==> src/rtl/riscv_pkg.sv <==
// riscv_pkg
//  Shared types and constants for the RV32I write-back stage.
//  wb_sel_t : write-back source select (2'b11 is treated as ALU by users)
//  F3_*     : load funct3 encodings consumed by extensor_carga
package riscv_pkg;

   localparam int XLEN_DEF = 32;

   typedef enum logic [1:0] {
      WB_ALU = 2'b00,
      WB_MEM = 2'b01,
      WB_PC4 = 2'b10
   } wb_sel_t;

   localparam logic [2:0] F3_LB  = 3'b000;
   localparam logic [2:0] F3_LH  = 3'b001;
   localparam logic [2:0] F3_LW  = 3'b010;
   localparam logic [2:0] F3_LBU = 3'b100;
   localparam logic [2:0] F3_LHU = 3'b101;

endpackage

==> src/rtl/etapa_writeback_extensor_carga.sv <==
// extensor_carga
//  Combinational load extractor: picks the byte/half addressed by lsb out of
//  the raw memory word and sign- or zero-extends it to 32 bits.
//  Ports:
//   rdata  in  32  raw aligned word from data memory
//   funct3 in  3   load size/sign
//   lsb    in  2   low address bits (effective address [1:0])
//   ext    out 32  extended load value
//  Halfword loads use lsb[1] only; a misaligned half is not trapped.
//  Unknown funct3 values return the full word.
module extensor_carga
   import riscv_pkg::*;
(
   input  logic [31:0] rdata,
   input  logic [2:0]  funct3,
   input  logic [1:0]  lsb,
   output logic [31:0] ext
);

   logic [7:0]  byte_sel;
   logic [15:0] half_sel;

   always_comb begin
      byte_sel = rdata[7:0];
      case (lsb)
         2'd0:    byte_sel = rdata[7:0];
         2'd1:    byte_sel = rdata[15:8];
         2'd2:    byte_sel = rdata[23:16];
         default: byte_sel = rdata[31:24];
      endcase
   end

   assign half_sel = lsb[1] ? rdata[31:16] : rdata[15:0];

   always_comb begin
      ext = rdata;
      case (funct3)
         F3_LB:   ext = {{24{byte_sel[7]}}, byte_sel};
         F3_LBU:  ext = {24'd0, byte_sel};
         F3_LH:   ext = {{16{half_sel[15]}}, half_sel};
         F3_LHU:  ext = {16'd0, half_sel};
         default: ext = rdata;
      endcase
   end

endmodule

==> src/rtl/etapa_writeback.sv <==
// etapa_writeback
//  MEM/WB pipeline register and write-back datapath of the RV32I core.
//  Latches the retiring instruction, extends load data, selects the
//  write-back source and drives the register file write port.
//  Optional feature macro: RETIRE_COUNT_EN (adds retired_count output).
//  Ports:
//   clk, rsta       clock, async active-high reset
//   stall, flush    hold stage / inject bubble (flush wins)
//   in_*            instruction fields from the MEM stage
//   write_reg       destination register (0 when no write)
//   write_data      write-back value
//   RegWrite        register file write enable
//   wb_valid        stage holds a real instruction
//   retired_count   retired instruction count (RETIRE_COUNT_EN only)
//  Outputs are combinational from the stage registers only.
module etapa_writeback
   import riscv_pkg::*;
#(
   parameter int XLEN = 32
`ifdef RETIRE_COUNT_EN
   , parameter int CNT_WIDTH = 64
`endif
)(
   input  logic            clk,
   input  logic            rsta,
   input  logic            stall,
   input  logic            flush,
   input  logic            in_valid,
   input  logic [XLEN-1:0] in_alu_result,
   input  logic [XLEN-1:0] in_mem_rdata,
   input  logic [XLEN-1:0] in_pc_plus4,
   input  logic [4:0]      in_rd,
   input  logic            in_reg_write,
   input  logic [1:0]      in_wb_sel,
   input  logic [2:0]      in_funct3,
   output logic [4:0]      write_reg,
   output logic [XLEN-1:0] write_data,
   output logic            RegWrite,
   output logic            wb_valid
`ifdef RETIRE_COUNT_EN
   , output logic [CNT_WIDTH-1:0] retired_count
`endif
);

   logic            valid_q;
   logic [XLEN-1:0] alu_q;
   logic [XLEN-1:0] rdata_q;
   logic [XLEN-1:0] pc4_q;
   logic [4:0]      rd_q;
   logic            reg_write_q;
   logic [1:0]      wb_sel_q;
   logic [2:0]      funct3_q;
   logic [XLEN-1:0] load_ext;
   logic            write_en;

   always_ff @(posedge clk or posedge rsta) begin
      if (rsta) begin
         valid_q     <= 1'b0;
         alu_q       <= '0;
         rdata_q     <= '0;
         pc4_q       <= '0;
         rd_q        <= '0;
         reg_write_q <= 1'b0;
         wb_sel_q    <= '0;
         funct3_q    <= '0;
      end else if (flush) begin
         // Bubble: only validity matters, payload is left as is.
         valid_q <= 1'b0;
      end else if (!stall) begin
         valid_q     <= in_valid;
         alu_q       <= in_alu_result;
         rdata_q     <= in_mem_rdata;
         pc4_q       <= in_pc_plus4;
         rd_q        <= in_rd;
         reg_write_q <= in_reg_write;
         wb_sel_q    <= in_wb_sel;
         funct3_q    <= in_funct3;
      end
   end

   extensor_carga u_extensor (
      .rdata  (rdata_q),
      .funct3 (funct3_q),
      .lsb    (alu_q[1:0]),
      .ext    (load_ext)
   );

   // x0 is hardwired to zero, so a write to it is suppressed here.
   assign write_en  = valid_q & reg_write_q & (rd_q != 5'd0);
   assign RegWrite  = write_en;
   assign write_reg = write_en ? rd_q : 5'd0;
   assign wb_valid  = valid_q;

   always_comb begin
      write_data = alu_q;
      case (wb_sel_q)
         WB_MEM:  write_data = load_ext;
         WB_PC4:  write_data = pc4_q;
         default: write_data = alu_q;
      endcase
   end

`ifdef RETIRE_COUNT_EN
   // An instruction retires when it leaves the stage: either the stage
   // advances or a flush replaces it. Stalled cycles never count.
   logic retire;
   assign retire = valid_q & (~stall | flush);

   always_ff @(posedge clk or posedge rsta) begin
      if (rsta)
         retired_count <= '0;
      else if (retire)
         retired_count <= retired_count + CNT_WIDTH'(1);
   end
`endif

endmodule
==> config.mk <==
export PLATFORM = sky130hd
export DESIGN_NAME = etapa_writeback
export DESIGN_NICKNAME = d
export VERILOG_FILES = /design/src/rtl/riscv_pkg.sv /design/src/rtl/etapa_writeback_extensor_carga.sv /design/src/rtl/etapa_writeback.sv
export SDC_FILE = /design/constraint.sdc
export NUM_CORES = 1
export LEC_CHECK = 0
export CAP_MARGIN = 10
export CELL_PAD_IN_SITES_DETAIL_PLACEMENT = 2
export CELL_PAD_IN_SITES_GLOBAL_PLACEMENT = 2
export CORE_UTILIZATION = 28
export DETAILED_ROUTE_END_ITERATION = 7
export GPL_TIMING_DRIVEN = 0
export PLACE_DENSITY_LB_ADDON = 0.1
export SETUP_SLACK_MARGIN = 0.05
export SLEW_MARGIN = 10
export SYNTH_ARGS = -nofsm -noshare
export SYNTH_HDL_FRONTEND = slang
export SYNTH_SLANG_ARGS = --single-unit
export TNS_END_PERCENT = 30
==> constraint.sdc <==
create_clock -name clk -period 3.63 [get_ports clk]
set_clock_uncertainty 0.2 [all_clocks]
set_input_delay 0.726 -clock clk [delete_from_list [all_inputs] [get_ports clk]]
set_output_delay 0.726 -clock clk [all_outputs]
set_load 0.1 [all_outputs]
Fig. 1: cell outlines without signal wires
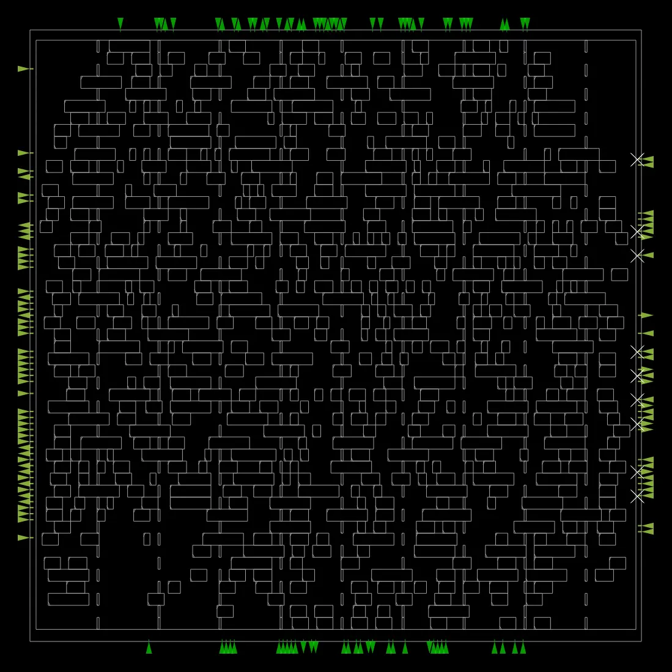
sequential cell area share: 36.9%
number of sequential cells in the layout: 108
core area: 18100 um2
fill cell instance count of the final layout: 1858
tally of non-filler cells in the final layout: 829

Fig. 2: register map, names as in the netlist
The bar under the picture is 50 um long. Other sequential cells in the stronger grey, the rest of the logic in the fainter grey.
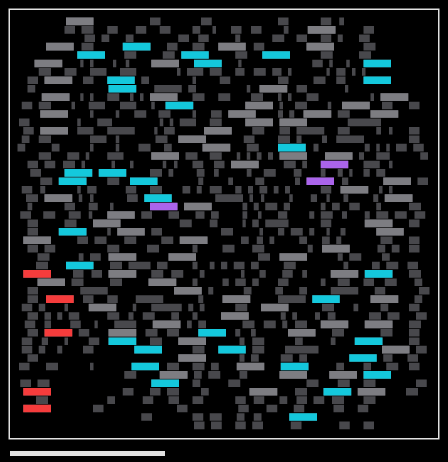
| colour | netlist name | placed flops |
|---|---|---|
| red | rd_q | 5 |
| purple | funct3_q | 3 |
| cyan | pc4_q | 32 |

Fig. 3: routed metal, one colour a layer
The bar under the picture is 50 um long.
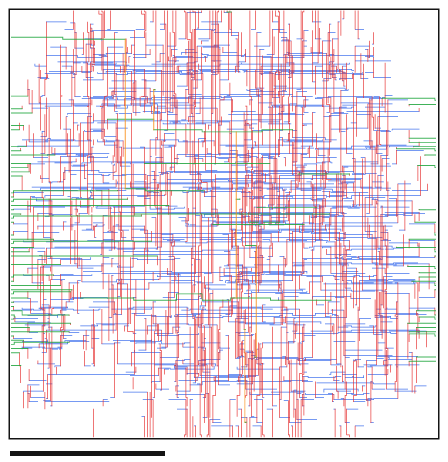
| colour | layer | wire length |
|---|---|---|
| red | metal 2 | 9130 um |
| green | metal 3 | 1140 um |
| orange | metal 4 | 181 um |
| blue | metal 1 | 7580 um |

==> summary.txt <==
Latest figures from synthesis and place and route.

As logged by OpenROAD, the buffers inserted on ports number 150. The utilization after layout is 40.5%. In this run the worst hold path is classified as reg2reg. The worst max-slew margin expressed relative to the limit is 35.0%. OpenROAD emitted warnings numbering 29. Clock latency on the worst-skew pair, taken at its later pin, is 0.35 ns.

In this run the critical path is formed by or3_4 > o221a_2 > a21oi_1 > a221o_1 > clkdlybuf4s15_2. The data arrival time reported for the critical path is 2.54 ns. The run finished, with violations left. In this run the deepest clock path goes through 2 buffers.

In the hold report, the worst path ends at pc4_q[16]. Of the total power, registers draw 34.5%. The final reports fail on DRC. Per the detailed-route log, wirelength across all metal layers totals 18.0 mm. The launching point of the worst reg2reg path is funct3_q[1]. The number of clock sinks came to 108. After synthesis, the cell types taking the most area are sky130_fd_sc_hd__dfrtp_1 52%, sky130_fd_sc_hd__mux2_2 23%, sky130_fd_sc_hd__nand2_1 2.8%. In the routed design, unresolved DRC markers number 18. For reference, the clock transition at the flip-flops on the worst setup and hold paths is 0.07 ns.

Synthesis instantiated 38 different standard cells from the library. Global routing used 19.6% of the available tracks. The synthesized net count is 545. In this run the post-CTS setup repair buffer count came out at 0. In the floorplan report the effective utilization is 28.8%. The endpoint required time on the critical path is 2.70 ns.

The analysis attributes to cell leakage a power of 3.00 nW. The kind of cell adding the most delay to the critical path is AND-OR/OR-AND gates. The number of DRC violations after detailed-routing iteration 0 is 149. Counting the buffers created by CTS gives 9.

Global routing finished with a remaining overflow of 0. 151 I/O pins were placed. The maximum number of pins on one net before global-route repair is 34.

The number of antenna violations at the first check in global routing is 1. For the finished layout, the period the worst path requires is 3.47 ns. After synthesis, the share of flip-flops with an asynchronous set or reset is 100%. The area added between synthesis and finish is 40.7%. The dominant synthesized flop cell is sky130_fd_sc_hd__dfrtp_1.

In this design, the stage delay of the slowest critical-path cell is 0.55 ns. Detailed routing inserted a total of 4108 vias. The worst hold path begins at pc4_q[16]. The first global-routing pass estimated 28.1 mm of wire.
Fig. 4: cells coloured by class
The bar under the picture is 50 um long. Fill, decap, tap and diode cells in grey.
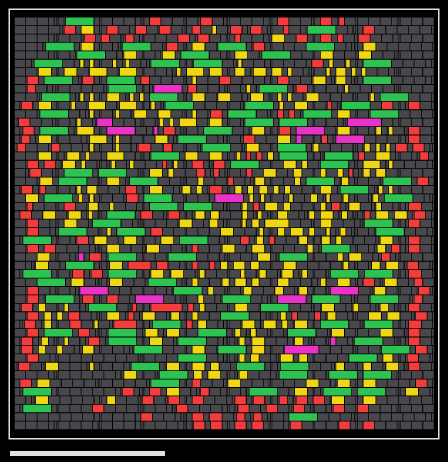
| colour | class | cells |
|---|---|---|
| green | sequential cells | 108 |
| yellow | combinational and other logic | 296 |
| red | remaining buffers and delay cells | 180 |
| magenta | clock drivers and dummy loads | 16 |

Fig. 5: gate-type map
The bar under the picture is 50 um long.
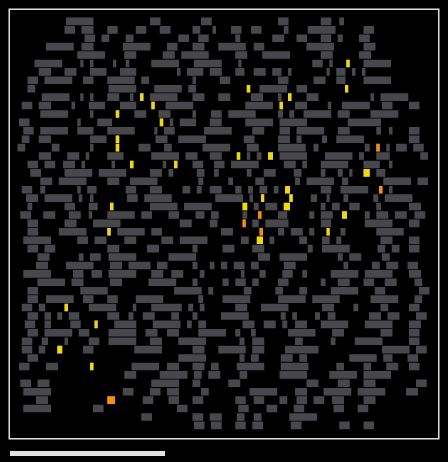
| colour | family | cells |
|---|---|---|
| yellow | nor cells | 30 |
| orange | inv cells | 6 |

## timing repair
item                       in CTS  in global routing
setup endpoints to repair      32                  3
hold buffers                    0                  0
gates resized                 181                  2
## sequential cells by signal, indices dropped and copies added, names as in the netlist
| register | cells |
|---|---|
| rdata_q | 32 |
| pc4_q | 32 |
| funct3_q | 3 |
| wb_sel_q | 2 |
| alu_q | 32 |
| rd_q | 5 |
| reg_write_q | 1 |
| wb_valid | 1 |
## cell usage after synthesis (8+ instances only)
cell and instances:
sky130_fd_sc_hd__a22oi_1 14, sky130_fd_sc_hd__dfrtp_1 108, sky130_fd_sc_hd__o21ai_1 14, sky130_fd_sc_hd__o21ai_0 21, sky130_fd_sc_hd__nand2_1 39, sky130_fd_sc_hd__o221ai_2 9, sky130_fd_sc_hd__mux2_2 108, sky130_fd_sc_hd__mux2i_1 8
sky130_fd_sc_hd__nor2_1 22, sky130_fd_sc_hd__buf_2 13, sky130_fd_sc_hd__clkbuf_1 11
## layout make-up
cell class | instances | area (um2) | area share [%]
Tap cell | 229 | 287 | 3.91
Sequential cell | 108 | 2700 | 36.9
Multi-Input combinational cell | 290 | 2360 | 32.2
Inverter | 6 | 26.3 | 0.359
Clock inverter | 5 | 75.1 | 1.03
Buffer | 27 | 140 | 1.91
Timing Repair Buffer | 153 | 1490 | 20.4
Clock buffer | 11 | 243 | 3.31
## how the worst max path moves through the flow
| stage | from | to | slack, ns | cells after the start |
|---|---|---|---|---|
| after global placement | wb_sel_q[0] | write_data[9] | -0.69 | 8 |
| after CTS | funct3_q[1] | write_data[5] | 0.06 | 6 |
| final | alu_q[0] | write_data[8] | 0.16 | 5 |
| after floorplan | wb_sel_q[0] | write_data[22] | -0.07 | 5 |
| after detailed placement | wb_sel_q[0] | write_data[31] | -0.75 | 8 |
| after global routing | alu_q[0] | write_data[8] | 0.05 | 5 |
## layer usage
| layer | global-route usage [%] | share of wire [%] | vias to the layer above |
|---|---|---|---|
| met3 | 5.85 | 6.3 | 12 |
| li1 | - | - | 1896 |
| met5 | 0 | 0 | - |
| met4 | 3.90 | 1.0 | 0 |
| met2 | 34.8 | 51 | 107 |
| met1 | 23.5 | 42 | 2093 |
## power groups by stage
| stage | Clock (mW) | Combinational (mW) | Sequential, mW |
|---|---|---|---|
| after floorplan | 0 | 1.35 | 1.49 |
| after global placement | 0 | 1.85 | 1.54 |
| after detailed placement | 0 | 1.89 | 1.55 |
| after CTS | 1.11 | 1.86 | 1.53 |
| after global routing | 1.15 | 1.92 | 1.55 |
| final | 1.07 | 1.84 | 1.52 |
## metrics by stage
step	TNS (ns)	instances	worst slack (ns)	area [um2]	total power, mW
floorplan	-0.139	431	-0.0696	5210	2.84
global placement	-15.58	810	-0.695	7000	3.39
detailed placement	-17.47	813	-0.747	7060	3.44
CTS	0	829	0.0622	7320	4.49
global route	0	829	0.0453	7320	4.62
finish	0	829	0.160	7320	4.43
## cells by family (layout without fill, tap and decap cells)
family,after synthesis,in the layout,synth area share (%)
mux,116,116,24.9
compound gates,89,89,12.6
fa+ha+maj,2,2,0.481
simple gates,83,83,7.12
buf+inv,33,202,2.91
flops,108,108,51.9
Power is estimated from default activity; no workload was simulated.
